Figure 1. The metal 1 layer.
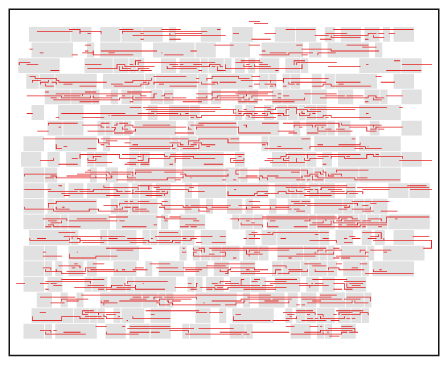
Figure 2. Signal wires on met2.
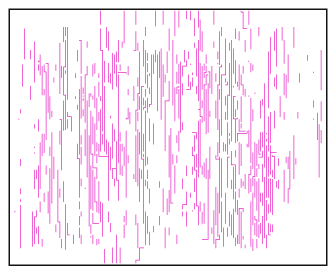
Figure 3. Metal 3.
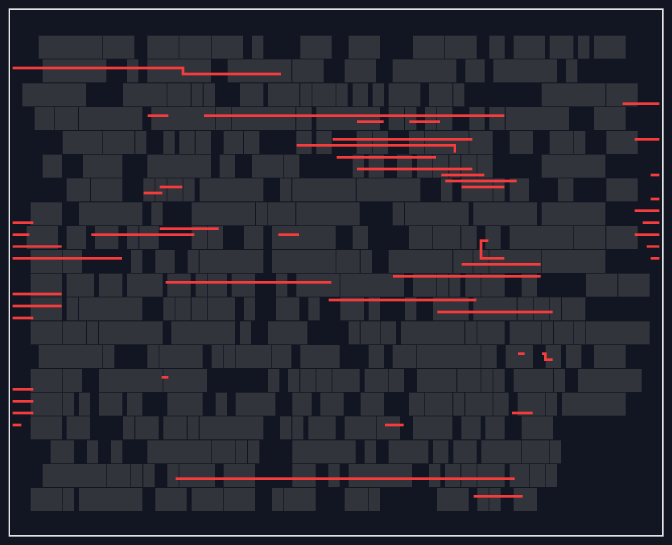
Figure 4. Sequential cells coloured by netlist name.
The bar under the picture is 20 µm long. Other sequential cells in the stronger grey, the rest of the logic in the fainter grey.
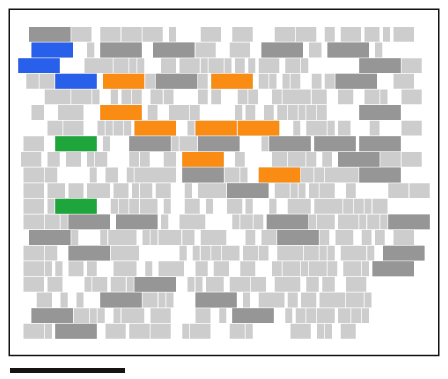
Figure 5. Congestion heat map.
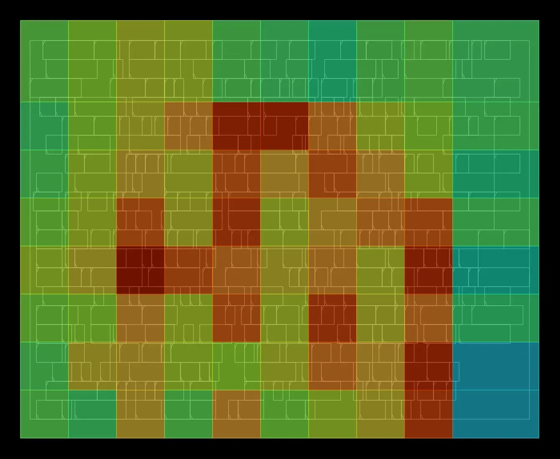
File: src/rtl/div_seq.sv
// Sequential restoring divider: one quotient bit per clock, valid/ready on both sides.
// Define DIV_SIGNED_EN to build the two's-complement variant (quotient truncates toward zero).
module div_seq #(
    parameter int WIDTH = 8
) (
    input  logic             clk,
    input  logic             rst_ni,
    input  logic [WIDTH-1:0] dividend_i,
    input  logic [WIDTH-1:0] divisor_i,
    input  logic             valid_i,
    output logic             ready_o,
    output logic [WIDTH-1:0] quotient_o,
    output logic [WIDTH-1:0] remainder_o,
    output logic             div0_o,
    output logic             valid_o,
    input  logic             ready_i
);

    typedef enum logic [1:0] {
        IDLE,
        CALC,
        DONE
    } state_t;

    localparam int CW = (WIDTH > 1) ? $clog2(WIDTH) : 1;
    localparam logic [CW-1:0] LAST_STEP = CW'(WIDTH - 1);

    state_t           state;
    state_t           state_next;
    logic [CW-1:0]    count;
    logic [WIDTH-1:0] part_rem;
    logic [WIDTH-1:0] dvd_q;
    logic [WIDTH-1:0] dvs_q;

    logic [WIDTH:0]   shifted;
    logic             ge;
    logic [WIDTH-1:0] rem_next;
    logic [WIDTH-1:0] quo_next;
    logic [WIDTH-1:0] dvd_mag;
    logic [WIDTH-1:0] dvs_mag;
    logic [WIDTH-1:0] res_q;
    logic [WIDTH-1:0] res_r;
    logic             divisor_zero;
    logic             last_step;

`ifdef DIV_SIGNED_EN
    logic neg_q;
    logic neg_r;
`endif

    assign divisor_zero = (divisor_i == '0);
    assign last_step    = (state == CALC) && (count == LAST_STEP);

    always_ff @(posedge clk) begin
        if (!rst_ni) begin
            state <= IDLE;
        end else begin
            state <= state_next;
        end
    end

    always_comb begin
        state_next = state;
        case (state)
            IDLE: if (valid_i) state_next = divisor_zero ? DONE : CALC;
            CALC: if (last_step) state_next = DONE;
            DONE: if (ready_i) state_next = IDLE;
            default: state_next = IDLE;
        endcase
    end

    always_comb begin
        ready_o = (state == IDLE);
        valid_o = (state == DONE);
    end

    // The dividend register doubles as the quotient shift register: dividend
    // bits leave at the top while quotient bits enter at the bottom.
    always_comb begin
        shifted  = {part_rem, dvd_q[WIDTH-1]};
        ge       = (shifted >= {1'b0, dvs_q});
        rem_next = ge ? WIDTH'(shifted - {1'b0, dvs_q}) : shifted[WIDTH-1:0];
        quo_next = {dvd_q[WIDTH-2:0], ge};
    end

`ifdef DIV_SIGNED_EN
    always_comb begin
        dvd_mag = dividend_i[WIDTH-1] ? -dividend_i : dividend_i;
        dvs_mag = divisor_i[WIDTH-1]  ? -divisor_i  : divisor_i;
        res_q   = neg_q ? -quo_next : quo_next;
        res_r   = neg_r ? -rem_next : rem_next;
    end
`else
    always_comb begin
        dvd_mag = dividend_i;
        dvs_mag = divisor_i;
        res_q   = quo_next;
        res_r   = rem_next;
    end
`endif

    always_ff @(posedge clk) begin
        if (!rst_ni) begin
            count       <= '0;
            part_rem    <= '0;
            dvd_q       <= '0;
            dvs_q       <= '0;
            quotient_o  <= '0;
            remainder_o <= '0;
            div0_o      <= 1'b0;
`ifdef DIV_SIGNED_EN
            neg_q       <= 1'b0;
            neg_r       <= 1'b0;
`endif
        end else begin
            case (state)
                IDLE: begin
                    if (valid_i) begin
                        dvd_q    <= dvd_mag;
                        dvs_q    <= dvs_mag;
                        part_rem <= '0;
                        count    <= '0;
`ifdef DIV_SIGNED_EN
                        neg_q    <= dividend_i[WIDTH-1] ^ divisor_i[WIDTH-1];
                        neg_r    <= dividend_i[WIDTH-1];
`endif
                        if (divisor_zero) begin
                            quotient_o  <= '1;
                            remainder_o <= dividend_i;
                            div0_o      <= 1'b1;
                        end else begin
                            div0_o <= 1'b0;
                        end
                    end
                end
                CALC: begin
                    part_rem <= rem_next;
                    dvd_q    <= quo_next;
                    count    <= count + 1'b1;
                    if (last_step) begin
                        quotient_o  <= res_q;
                        remainder_o <= res_r;
                        div0_o      <= 1'b0;
                    end
                end
                default: ;
            endcase
        end
    end

endmodule

File: config.mk
export PLATFORM = sky130hd
export DESIGN_NAME = div_seq
export DESIGN_NICKNAME = d
export VERILOG_FILES = /design/src/rtl/div_seq.sv
export SDC_FILE = /design/constraint.sdc
export NUM_CORES = 1
export LEC_CHECK = 0
export ABC_CLOCK_PERIOD_IN_PS = 4800
export CORE_ASPECT_RATIO = 0.8
export CORE_UTILIZATION = 57
export DETAILED_ROUTE_END_ITERATION = 6
export PLACE_DENSITY = 0.82
export SLEW_MARGIN = 20
export SYNTH_ARGS = -nofsm -noshare
export SYNTH_HDL_FRONTEND = slang
export SYNTH_SLANG_ARGS = --single-unit
File: constraint.sdc
create_clock -name clk -period 4.8 [get_ports clk]
set_input_delay 0.48 -clock clk [delete_from_list [all_inputs] [get_ports clk]]
set_output_delay 0.48 -clock clk [all_outputs]
set_load 0.005 [all_outputs]
==> run notes <==
Implementation results are summarized by area below.

Critical path
The end of the worst register-to-register path is remainder_o[6]$_SDFFE_PN0P_. Per the timing report, the most critical flop-to-flop path originates at dvd_q[7]$_SDFFE_PN0P_. The destination of the critical timing path is remainder_o[6]$_SDFFE_PN0P_. The STA report counts the stages on the worst setup path as 10. The worst setup path is launched from a flip-flop. STA classifies the critical path endpoint as a flip-flop.

For the worst setup path, the data arrival time is 2630 ps. The worst setup path is of the reg2reg kind. The report lists the cells along the critical path as inv_1 -> ha_1 -> inv_1 -> fa_1 -> a211oi_1 -> or4b_1 -> o2111ai_1 -> mux2i_1 -> a211o_1 -> a21boi_1. The worst-case reg-to-reg path depth is 10.

The critical path launch point is dvd_q[7]$_SDFFE_PN0P_. The worst register-to-register path has a setup slack of 2420 ps.

Placement
Port buffering added 38 buffers.

Power and ir drop
The power group with the largest share is combinational logic. Per the OpenROAD power report, switching power amounts to 0.4436 mW. The proportion of power drawn by flip-flops and latches is 0.373. The power report puts the leakage power at 1.111 nW. Of the total power, the clock network draws 0.207. Summed over the clock group, the power is 0.247 mW. The power report attributes to the combinational group a share of 0.420. Combinational cells consume a total of 0.500 mW. The fraction of power spent switching nets is 0.3725. Dividing total power by cell area gives a power density of 417.0 nW/µm².

Layout
Measured on the finished design, the core utilization comes to 0.7314. The antenna diode count is 0. The share of post-route cells with drive strength above 1 is 0.05590.

The area overhead of the layout relative to synthesis is 19.10%.

Timing
The max-slew violation count is 0. The maximum clock rate is 419.3 MHz. The total negative slack is 0 ps. At the pin with the least slew margin, the transition time is 967.4 ps.

After layout, the setup clock skew is reported as 8.755 ps. The slew check shows that the tightest pin keeps a relative margin of 0.3531.

Synth
The chip area in the Yosys report is 2397 µm². By count the netlist is led by nand2_1 (49), dfxtp_1 (46), nor2_1 (20), o21ai_0 (19). The leading area contributor after synthesis is dfxtp_1. The number of nets at floorplan is 323. The most used flip-flop cell after synthesis is dfxtp_1. Of the total synthesized cell area, the portion taken by XOR and XNOR cells is 0.01461.

The mux contribution to synthesized area is 0.02244. Yosys mapped a number of flops with a built-in enable equal to 0. In this run, the synthesized area fraction spent on adder and majority cells is recorded as 0.06054. The netlist uses 45 different library cells. The synthesized netlist occupies a cell area of 2397 µm². The simple-gate portion of the synthesized area is 0.2401.

CTS
The clock tree from TritonCTS is built. The number of gates resized after CTS is 0. The total clock sinks is 46.

Per the CTS log, the maximum H-tree level is 2. The cell at the root of the clock tree is clkbuf_8. The CTS report gives the tree buffer count as 5. The clock-pin slew of the registers on the worst-case setup and hold paths is 90 ps.

In this run, post-CTS hold repair placed 0 buffers. The worst-case clock buffer depth is 2.

Global routing
After global routing the overflow that remains totals 0. Routing resource usage on met3 recorded by global route was 0.08938. The global-route wire length before repair is 9259 µm. The met2 demand-to-capacity share in global routing is 0.3912. The number of antenna violations at the first check in global routing came to 0. The global router reports that the layer with the highest usage is met1.

Drt
In the post-route report, total wirelength is listed as 5528 µm. The remaining antenna violation count is 0. The post-detailed-route via-to-cell ratio is 5.782. The post-route DRC violation count is 0. After detailed routing, no signal wire sits above met4. The first routing iteration left 159 violations. The post-detailed-route wirelength per cell is 14.66 µm.

In the final routing, the length of wire on met1 measures 2696 µm. The total number of vias is 2,180. The first detailed-routing pass ran for 4 iterations.

Floorplan
The floorplan step defined a die boundary enclosing 4471 µm². The core region is 3904 µm².

Outcome
The run finished with clean final reports.

Job
The stage logs contain a warning count of 26.

Min path
The startpoint of the worst hold path is dvs_q[6]$_SDFFE_PN0P_. The worst hold-check path type is reg2reg. The number of cells on the worst hold path is 2.
## Picture notes: Figure 1
nets with wire on the layer: 320
wire length on this layer: 2,700 µm
share of all routed wire: 49%
main direction: horizontal

## Picture notes: Figure 2
wire length on this layer: 2,400 µm
share of all routed wire: 43%

## Picture notes: Figure 3
nets with wire on the layer: 41
share of all routed wire: 6.5%
longest straight run: 38.4 µm
main direction: horizontal

## Picture notes: Figure 4
[orange] dvd_q | sequential cells: 8
[blue] count | sequential cells: 3
[green] state | sequential cells: 2
not coloured: 33

## Picture notes: Figure 5
all-layer global routing usage: 0.2819
met1 Track Usage GR: 0.4069

[cell usage in the layout, fill, tap and decap left out, drive strengths merged, types with 2 or more instances in the layout]
cell           instances
nand2                 50
dfxtp                 46
clkdlybuf4s50         38
nor2                  20
o21ai                 19
a21boi                16
a21oi                 15
inv                   12
nor3                  12
nor3b                 10
ha                    10
clkbuf                 7
nor2b                  6
nand3                  6
a31oi                  5
xnor2                  4
o211a                  4
and2                   4
o221ai                 3
o21a                   3
o211ai                 3
mux2                   3
a21o                   2
nand2b                 2
a22oi                  2
mux2i                  2
a211o                  2
or3                    2
or4                    2
[state kept, by name (all words and copies together), names as in the netlist]
name         flops
dvd_q            8
dvs_q            8
quotient_o       8
count            3
div0_o           1
part_rem         8
remainder_o      8
state            2
[metrics by stage]
step / total power [mW] / hold slack (ps) / std cells / setup slack (ps) / area [µm²]
floorplan: 0.8399 / 443.5 / 292 / 2753 / 2397
global placement: 0.9273 / 457.0 / 369 / 2239 / 2764
detailed placement: 0.9376 / 463.5 / 369 / 2255 / 2764
CTS: 1.184 / 475.3 / 377 / 2444 / 2855
global route: 1.269 / 504.8 / 377 / 2285 / 2855
finish: 1.191 / 470.4 / 377 / 2415 / 2855
[worst min-delay path, stage by stage (launching register included)]
cell	delay, ps
dfxtp_1	320
nand2_1	50
a21boi_0	60
[cell type report]
| cell class | instances | area, µm² | share of cell area |
|---|---|---|---|
| tap | 55 | 68.82 | 0.02410 |
| multi-input combinational | 217 | 1341 | 0.4698 |
| inverter | 12 | 45.04 | 0.01578 |
| timing repair buffer | 39 | 387.9 | 0.1358 |
| clock inverter | 1 | 5.005 | 0.001753 |
| sequential | 46 | 920.9 | 0.3225 |
| clock buffer | 7 | 86.33 | 0.03024 |
Power is estimated from default activity; no workload was simulated.
